--- config.mk ---
export PLATFORM = sky130hd
export DESIGN_NAME = gtxe2_chnl_oob_seq
export DESIGN_NICKNAME = d
export VERILOG_FILES = /design/src/rtl/gtxe2_chnl_oob_seq.sv
export SDC_FILE = /design/constraint.sdc
export NUM_CORES = 1
export LEC_CHECK = 0
export CORE_MARGIN = 2
export CORE_UTILIZATION = 54
export DETAILED_ROUTE_END_ITERATION = 8
export GPL_ROUTABILITY_DRIVEN = 0
export HOLD_SLACK_MARGIN = 0.02
export PLACE_DENSITY = 0.87
export SETUP_SLACK_MARGIN = 0.4
export SYNTH_ARGS = -nofsm -noshare
export SYNTH_HDL_FRONTEND = slang
export SYNTH_SLANG_ARGS = --single-unit
--- constraint.sdc ---
create_clock -name clk -period 7.32 [get_ports clk]
set_input_delay 2.196 -clock clk [delete_from_list [all_inputs] [get_ports clk]]
set_output_delay 2.196 -clock clk [all_outputs]
set_load 0.1 [all_outputs]
--- src/rtl/gtxe2_chnl_oob_seq.sv ---
// Host-side SATA OOB sequencer: COMINIT/COMWAKE exchange, D10.2/ALIGN handshake, link-up hold.
// Latency: Moore FSM; oob_start high in IDLE gives tx_cominit on the following cycle.
// Backpressure: none; waiting states are bounded by TIMEOUT cycles and restart up to MAX_RETRY times.
module gtxe2_chnl_oob_seq #(
  parameter int TIMEOUT   = 4096,
  parameter int MAX_RETRY = 3
) (
  input  logic       clk,
  input  logic       reset,
  input  logic       oob_start,
  input  logic       rx_cominitdet,
  input  logic       rx_comwakedet,
  input  logic       rx_elecidle,
  input  logic       rx_align_det,
  input  logic       rx_sync_det,
  input  logic       tx_comfinish,
  output logic       tx_cominit,
  output logic       tx_comwake,
  output logic       tx_elecidle,
  output logic       tx_send_d10,
  output logic       tx_send_align,
  output logic       link_up,
  output logic       oob_error,
  output logic [3:0] retry_cnt,
  output logic [3:0] state
);

  localparam logic [3:0] S_IDLE           = 4'd0;
  localparam logic [3:0] S_SEND_INIT      = 4'd1;
  localparam logic [3:0] S_WAIT_INIT_TX   = 4'd2;
  localparam logic [3:0] S_WAIT_DEV_INIT  = 4'd3;
  localparam logic [3:0] S_SEND_WAKE      = 4'd4;
  localparam logic [3:0] S_WAIT_WAKE_TX   = 4'd5;
  localparam logic [3:0] S_WAIT_DEV_WAKE  = 4'd6;
  localparam logic [3:0] S_WAIT_RX_ACTIVE = 4'd7;
  localparam logic [3:0] S_SEND_D10       = 4'd8;
  localparam logic [3:0] S_SEND_ALIGN     = 4'd9;
  localparam logic [3:0] S_LINK_UP        = 4'd10;
  localparam logic [3:0] S_ERROR          = 4'd11;

  localparam logic [31:0] TMO_LAST  = 32'(TIMEOUT - 1);
  localparam logic [3:0]  RETRY_MAX = 4'(MAX_RETRY);

  logic [31:0] timer;
  logic [3:0]  nxt_state;
  logic [3:0]  nxt_retry;
  logic        waiting;
  logic        in_seq;
  logic        adv;
  logic [3:0]  adv_state;
  logic        timeout_hit;

  // Classify the current state and pick the advance condition it consumes.
  always_comb begin
    waiting   = 1'b0;
    in_seq    = (state >= S_SEND_INIT) && (state <= S_SEND_ALIGN);
    adv       = 1'b0;
    adv_state = state;
    case (state)
      S_SEND_INIT:      begin adv = 1'b1;          adv_state = S_WAIT_INIT_TX; end
      S_WAIT_INIT_TX:   begin adv = tx_comfinish;  adv_state = S_WAIT_DEV_INIT;  waiting = 1'b1; end
      S_WAIT_DEV_INIT:  begin adv = rx_cominitdet; adv_state = S_SEND_WAKE;      waiting = 1'b1; end
      S_SEND_WAKE:      begin adv = 1'b1;          adv_state = S_WAIT_WAKE_TX; end
      S_WAIT_WAKE_TX:   begin adv = tx_comfinish;  adv_state = S_WAIT_DEV_WAKE;  waiting = 1'b1; end
      S_WAIT_DEV_WAKE:  begin adv = rx_comwakedet; adv_state = S_WAIT_RX_ACTIVE; waiting = 1'b1; end
      S_WAIT_RX_ACTIVE: begin adv = !rx_elecidle;  adv_state = S_SEND_D10;       waiting = 1'b1; end
      S_SEND_D10:       begin adv = rx_align_det;  adv_state = S_SEND_ALIGN;     waiting = 1'b1; end
      S_SEND_ALIGN:     begin adv = rx_sync_det;   adv_state = S_LINK_UP;        waiting = 1'b1; end
      default:          begin adv = 1'b0;          adv_state = state; end
    endcase
    timeout_hit = waiting && (timer == TMO_LAST);
  end

  // Next state and retry count: abort beats advance, advance beats timeout.
  always_comb begin
    nxt_state = state;
    nxt_retry = retry_cnt;
    case (state)
      S_IDLE: begin
        if (oob_start) nxt_state = S_SEND_INIT;
      end
      S_LINK_UP: begin
        // A device COMINIT while linked means it reset; restart from scratch.
        if (rx_cominitdet)   nxt_state = S_SEND_INIT;
        else if (!oob_start) nxt_state = S_IDLE;
      end
      S_ERROR: begin
        if (!oob_start) nxt_state = S_IDLE;
      end
      default: begin
        if (in_seq && !oob_start) begin
          nxt_state = S_IDLE;
        end else if (adv) begin
          nxt_state = adv_state;
        end else if (timeout_hit) begin
          if (retry_cnt == RETRY_MAX) begin
            nxt_state = S_ERROR;
          end else begin
            nxt_state = S_SEND_INIT;
            nxt_retry = retry_cnt + 4'd1;
          end
        end
      end
    endcase
    // The retry budget restarts for a fresh attempt or once the link is held.
    if (nxt_state == S_IDLE || nxt_state == S_LINK_UP) nxt_retry = 4'd0;
    if (state == S_LINK_UP && rx_cominitdet) nxt_retry = 4'd0;
  end

  // State, retry and timer registers; timer runs only while dwelling in a waiting state.
  always_ff @(posedge clk) begin
    if (reset) begin
      state     <= S_IDLE;
      retry_cnt <= 4'd0;
      timer     <= 32'd0;
    end else begin
      state     <= nxt_state;
      retry_cnt <= nxt_retry;
      if (nxt_state != state || !waiting) timer <= 32'd0;
      else                                timer <= timer + 32'd1;
    end
  end

  // Moore output decode.
  always_comb begin
    tx_cominit    = (state == S_SEND_INIT);
    tx_comwake    = (state == S_SEND_WAKE);
    tx_send_d10   = (state == S_SEND_D10);
    tx_send_align = (state == S_SEND_ALIGN);
    link_up       = (state == S_LINK_UP);
    oob_error     = (state == S_ERROR);
    tx_elecidle   = (state <= S_WAIT_RX_ACTIVE) || (state == S_ERROR);
  end

endmodule

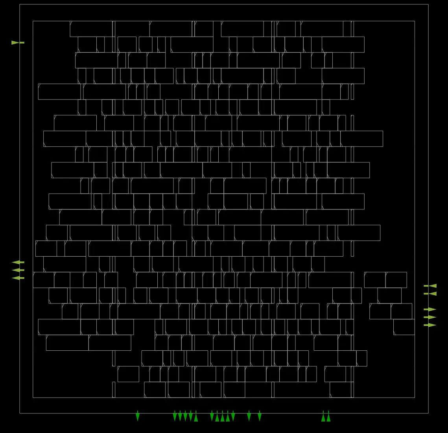
placed.png
well-tap cell count: 52
core region area: 4320 sq um
final non-filler cell total: 364
final-layout fill cell count: 390

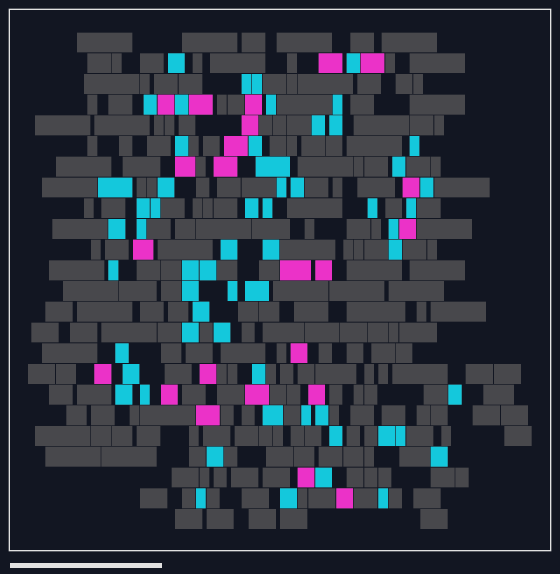
gates.png
The bar under the picture is 20 um long.
Key: cyan = nand cells [cells 59]; magenta = and/or cells [cells 23]

==> flow_summary.html <==
<h2>Synthesis and place &amp; route</h2>
<table>
<tr><th>Metric</th><th>Value</th></tr>
<tr><th colspan="2">Die</th></tr>
<tr><td>Number of placement rows</td><td>24</td></tr>
<tr><td>Horizontal die size</td><td>between 70 and 80 um</td></tr>
<tr><td>Core utilization at floorplan</td><td>roughly 56%</td></tr>
<tr><td>Die outline area</td><td>~5000 sq um</td></tr>
<tr><td>Overall die height</td><td>70.9 um</td></tr>
<tr><th colspan="2">Synth</th></tr>
<tr><td>Synthesized chip area reported by yosys</td><td>between 2000 and 2500 sq um</td></tr>
<tr><td>Cell area after synthesis</td><td>between 2000 and 2500 sq um</td></tr>
<tr><td>Register area share after synthesis</td><td>approximately a third</td></tr>
<tr><td>Number of distinct standard cells referenced by the synthesized netlist</td><td>54</td></tr>
<tr><td>Count of mapped cells out of synthesis</td><td>between 200 and 300</td></tr>
<tr><td>Area fraction in full adders, half adders and majority gates</td><td>under 10%</td></tr>
<tr><td>Share of synthesized registers carrying an async set or reset</td><td>0%</td></tr>
<tr><td>Syn_nets</td><td>about 310</td></tr>
<tr><td>Post-synth tally of flip-flops with integrated enable</td><td>0</td></tr>
<tr><td>Cell total in the yosys stat output</td><td>295</td></tr>
<tr><td>Synth top area share</td><td>~33%</td></tr>
<tr><td>Tally of yosys warning messages</td><td>0</td></tr>
<tr><td>Leading cell type by number of instances after synthesis</td><td>sky130_fd_sc_hd__nor2_1</td></tr>
<tr><td>Leading post-synthesis cells by instance count</td><td>41 x sky130_fd_sc_hd__nor2_1, 40 x sky130_fd_sc_hd__dfxtp_1, 24 x sky130_fd_sc_hd__xor2_1</td></tr>
<tr><td>Mux cell area share after synthesis</td><td>roughly 1.8%</td></tr>
<tr><td>Main area contributors</td><td>sky130_fd_sc_hd__dfxtp_1 33%, sky130_fd_sc_hd__xor2_1 8.7%, sky130_fd_sc_hd__nor2_1 6.4%, sky130_fd_sc_hd__xnor2_1 4.0%, sky130_fd_sc_hd__nand3_1 3.7%</td></tr>
<tr><td>Simple-gate share of the synthesized area</td><td>between 30% and 40%</td></tr>
<tr><td>Synth logic family</td><td>simple AND/OR/NAND/NOR gates</td></tr>
<tr><td>Post-synthesis sequential element count</td><td>40</td></tr>
<tr><td>Fraction of synthesized cell area in xor and xnor cells</td><td>~13%</td></tr>
<tr><td>Dominant register cell</td><td>sky130_fd_sc_hd__dfxtp_1</td></tr>
<tr><th colspan="2">Critical path</th></tr>
<tr><td>CP Data Arrival Time</td><td>around 2.9 ns</td></tr>
<tr><td>Worst Reg2Reg Path Length in Cells</td><td>6</td></tr>
<tr><td>Worst flop-to-flop path endpoint</td><td>timer[23]$_SDFF_PP0_</td></tr>
<tr><td>Crit path capture type</td><td>output pin</td></tr>
<tr><td>Critical path destination</td><td>link_up</td></tr>
<tr><td>Critical path data required time</td><td>just over 5 ns</td></tr>
<tr><td>Startpoint Class</td><td>flip-flop</td></tr>
<tr><td>Worst-path maximum fanout</td><td>23</td></tr>
<tr><td>Launching element of the worst setup path</td><td>state[3]$_SDFF_PP0_</td></tr>
<tr><td>Worst Setup Path Type</td><td>flip-flop to output pin</td></tr>
<tr><td>Critical Path Stages</td><td>3</td></tr>
<tr><td>Beginning of the worst register-to-register path</td><td>state[1]$_SDFF_PP0_</td></tr>
<tr><td>Cell with the biggest individual delay on the critical path</td><td>sky130_fd_sc_hd__clkdlybuf4s50_1</td></tr>
<tr><td>Count of buffer and inverter cells on the critical path</td><td>1</td></tr>
<tr><th colspan="2">GRT</th></tr>
<tr><td>Most crowded layer after global routing</td><td>met2</td></tr>
<tr><td>Fraction of met1 tracks used by global routing</td><td>30.5%</td></tr>
<tr><td>Pin count of the biggest net entering global routing</td><td>25</td></tr>
<tr><td>Gr ovfl total</td><td>0</td></tr>
<tr><td>Vias in the first global route</td><td>around 2100</td></tr>
<tr><td>Global-route wire length before repair</td><td>9270 um</td></tr>
<tr><td>Met2 Track Usage GR</td><td>around 36%</td></tr>
<tr><td>Global Route Usage Sum</td><td>about 22%</td></tr>
<tr><th colspan="2">Final layout</th></tr>
<tr><td>Multi-input gates</td><td>approximately 240</td></tr>
<tr><td>Biggest Area Class</td><td>multi-input combinational cells</td></tr>
<tr><td>Non-Filler Cell Area, Final</td><td>between 2000 and 3000 sq um</td></tr>
<tr><td>Most flop-heavy register</td><td>timer</td></tr>
<tr><td>Non-Clock Buffer Area Fraction</td><td>between 8 and 9%</td></tr>
<tr><td>Most frequently placed logic cells in the final layout</td><td>41 x sky130_fd_sc_hd__nor2_1, 40 x sky130_fd_sc_hd__dfxtp_1, 24 x sky130_fd_sc_hd__xor2_1</td></tr>
<tr><td>Area taken by multi-input logic gates</td><td>between 1500 and 2000 sq um</td></tr>
<tr><td>Storage cell area</td><td>approximately 800 sq um</td></tr>
<tr><td>Fraction of standard cell area in multi-input logic</td><td>a little under three fifths</td></tr>
<tr><td>Most common cell after layout, fill and taps aside</td><td>sky130_fd_sc_hd__nor2_1</td></tr>
<tr><td>Diode insertion count for antenna repair</td><td>0</td></tr>
<tr><td>Post-layout nets</td><td>325</td></tr>
<tr><td>Syn-to-layout area delta</td><td>13.1%</td></tr>
<tr><td>Biggest regs</td><td>timer: 32 flops, retry_cnt: 4 flops, state: 4 flops</td></tr>
<tr><td>Register share of the cell area</td><td>29.3%</td></tr>
<tr><td>Fin util</td><td>a little over three fifths</td></tr>
<tr><td>Repair and plain buffers</td><td>24</td></tr>
<tr><td>Share of layout cells above drive strength 1</td><td>7.37%</td></tr>
<tr><td>Number of sequential storage elements</td><td>around 40</td></tr>
<tr><th colspan="2">Detailed routing</th></tr>
<tr><td>Total met3 wirelength after detailed routing</td><td>approximately 360 um</td></tr>
<tr><td>Routed wire per std cell</td><td>~15 um</td></tr>
<tr><td>Length of the first detailed-routing pass in iterations</td><td>5</td></tr>
<tr><td>Via count</td><td>around 2300</td></tr>
<tr><td>Final antenna-violating net count</td><td>0</td></tr>
<tr><td>Wire length on met2</td><td>2400 um</td></tr>
<tr><td>Routed vias/inst</td><td>roughly 6.2</td></tr>
<tr><td>Drt total wl</td><td>5330 um</td></tr>
<tr><td>Routed metal-1 wirelength</td><td>between 2000 and 2500 um</td></tr>
<tr><td>Number of DRC violations after detailed-routing iteration 0</td><td>~200</td></tr>
<tr><th colspan="2">Pwr</th></tr>
<tr><td>Overall power consumption</td><td>~0.00037 W</td></tr>
<tr><td>Internal Dissipation</td><td>between 0.0002 and 0.0003 W</td></tr>
<tr><td>Power density over the cells</td><td>around 140 nW/um^2</td></tr>
<tr><td>Clk power</td><td>between 0.0001 and 0.00015 W</td></tr>
<tr><td>Net switching power</td><td>0.0000825 W</td></tr>
<tr><td>Switching portion of total power</td><td>about 22%</td></tr>
<tr><td>Share of total power in sequential cells</td><td>59.1%</td></tr>
<tr><td>Clock share of power</td><td>between 30% and 40%</td></tr>
<tr><td>Leak</td><td>0.880 nW</td></tr>
<tr><td>Peak VDD IR</td><td>between 0.0001 and 0.00015 V</td></tr>
<tr><td>Combinational fraction of design power</td><td>under 10%</td></tr>
<tr><td>Leading power group</td><td>sequential cells</td></tr>
<tr><td>Power in sequential cells</td><td>approximately 0.00022 W</td></tr>
<tr><td>Combinational power</td><td>0.0000251 W</td></tr>
<tr><th colspan="2">Hold path</th></tr>
<tr><td>Hold Path Class</td><td>flip-flop to flip-flop</td></tr>
<tr><td>Source of the worst hold timing path</td><td>timer[31]$_SDFF_PP0_</td></tr>
<tr><td>Hold Crit Endpoint</td><td>timer[31]$_SDFF_PP0_</td></tr>
<tr><td>Hold path depth</td><td>2</td></tr>
<tr><th colspan="2">CTS</th></tr>
<tr><td>Count of buffers added by post-CTS timing repair for setup</td><td>0</td></tr>
<tr><td>Number of buffers added by the clock tree synthesis step</td><td>5</td></tr>
<tr><td>Buffer levels on the longest clock path</td><td>2</td></tr>
<tr><td>H-tree depth reported by CTS</td><td>2</td></tr>
<tr><td>Hold-fix buffers at CTS</td><td>0</td></tr>
<tr><td>Clock tree from TritonCTS</td><td>built</td></tr>
<tr><td>Clk slew on worst S/H paths</td><td>0.07 ns</td></tr>
<tr><td>Clock Latency Late Sink</td><td>between 0.2 and 0.3 ns</td></tr>
<tr><td>Sinks on the clock net</td><td>roughly 40</td></tr>
<tr><th colspan="2">Placed design</th></tr>
<tr><td>Total cell area at the placement stage</td><td>about 2700 sq um</td></tr>
<tr><td>Port Buffer Count</td><td>23</td></tr>
<tr><td>Number of cells in the design after placement</td><td>359</td></tr>
<tr><td>Pre-CTS setup slack</td><td>about 2.2 ns</td></tr>
<tr><th colspan="2">Job</th></tr>
<tr><td>Count of max-cap constraint violations</td><td>0</td></tr>
<tr><th colspan="2">Run status</th></tr>
<tr><td>Run status</td><td>finished clean</td></tr>
<tr><th colspan="2">STA</th></tr>
<tr><td>Max-slew violation total from the final report</td><td>0</td></tr>
<tr><td>Final WS setup</td><td>2.25 ns</td></tr>
<tr><td>Transition time at the pin with the least slew margin</td><td>between 1 and 1.5 ns</td></tr>
<tr><td>Worst slew slack as a fraction of its limit</td><td>32.0%</td></tr>
<tr><td>Maximum clock rate</td><td>~0.2 GHz</td></tr>
<tr><td>Setup tns final</td><td>0 ns</td></tr>
<tr><td>Unrepaired setup endpoints after global routing</td><td>no</td></tr>
<tr><td>Minimum period implied by the final worst setup slack</td><td>between 5 and 6 ns</td></tr>
<tr><td>Worst hold slack</td><td>around 0.53 ns</td></tr>
</table>
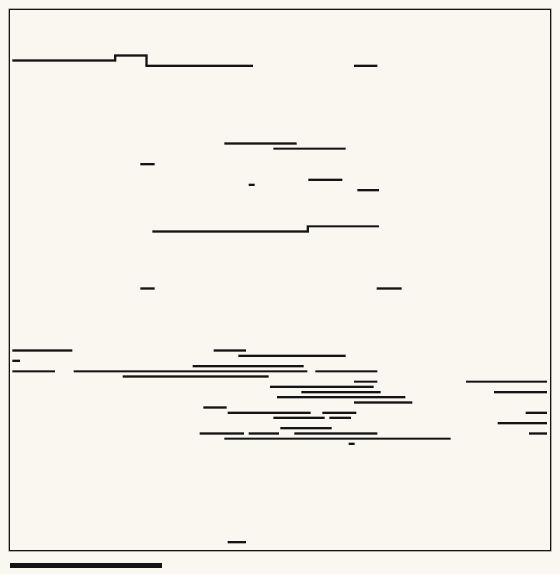
m3.png
The bar under the picture is 20 um long.
The longest straight run is 30.4 um. The layer carries 363 um of wire. The wires run mostly horizontal.

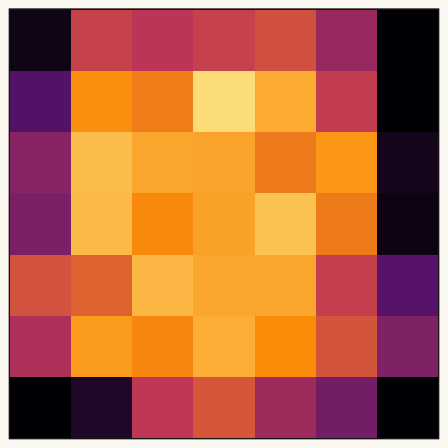
util_map.png
The die is cut into 7 by 7 equal tiles; black is low, pale yellow is high, 0 to 100% covered.
8.2% of the tiles are nearly empty. The mean over all tiles is 53%. The emptiest ninth of the die: top right. The densest ninth of the die: middle.

Power figures rest on the tool's default switching activity, not on a simulated workload.
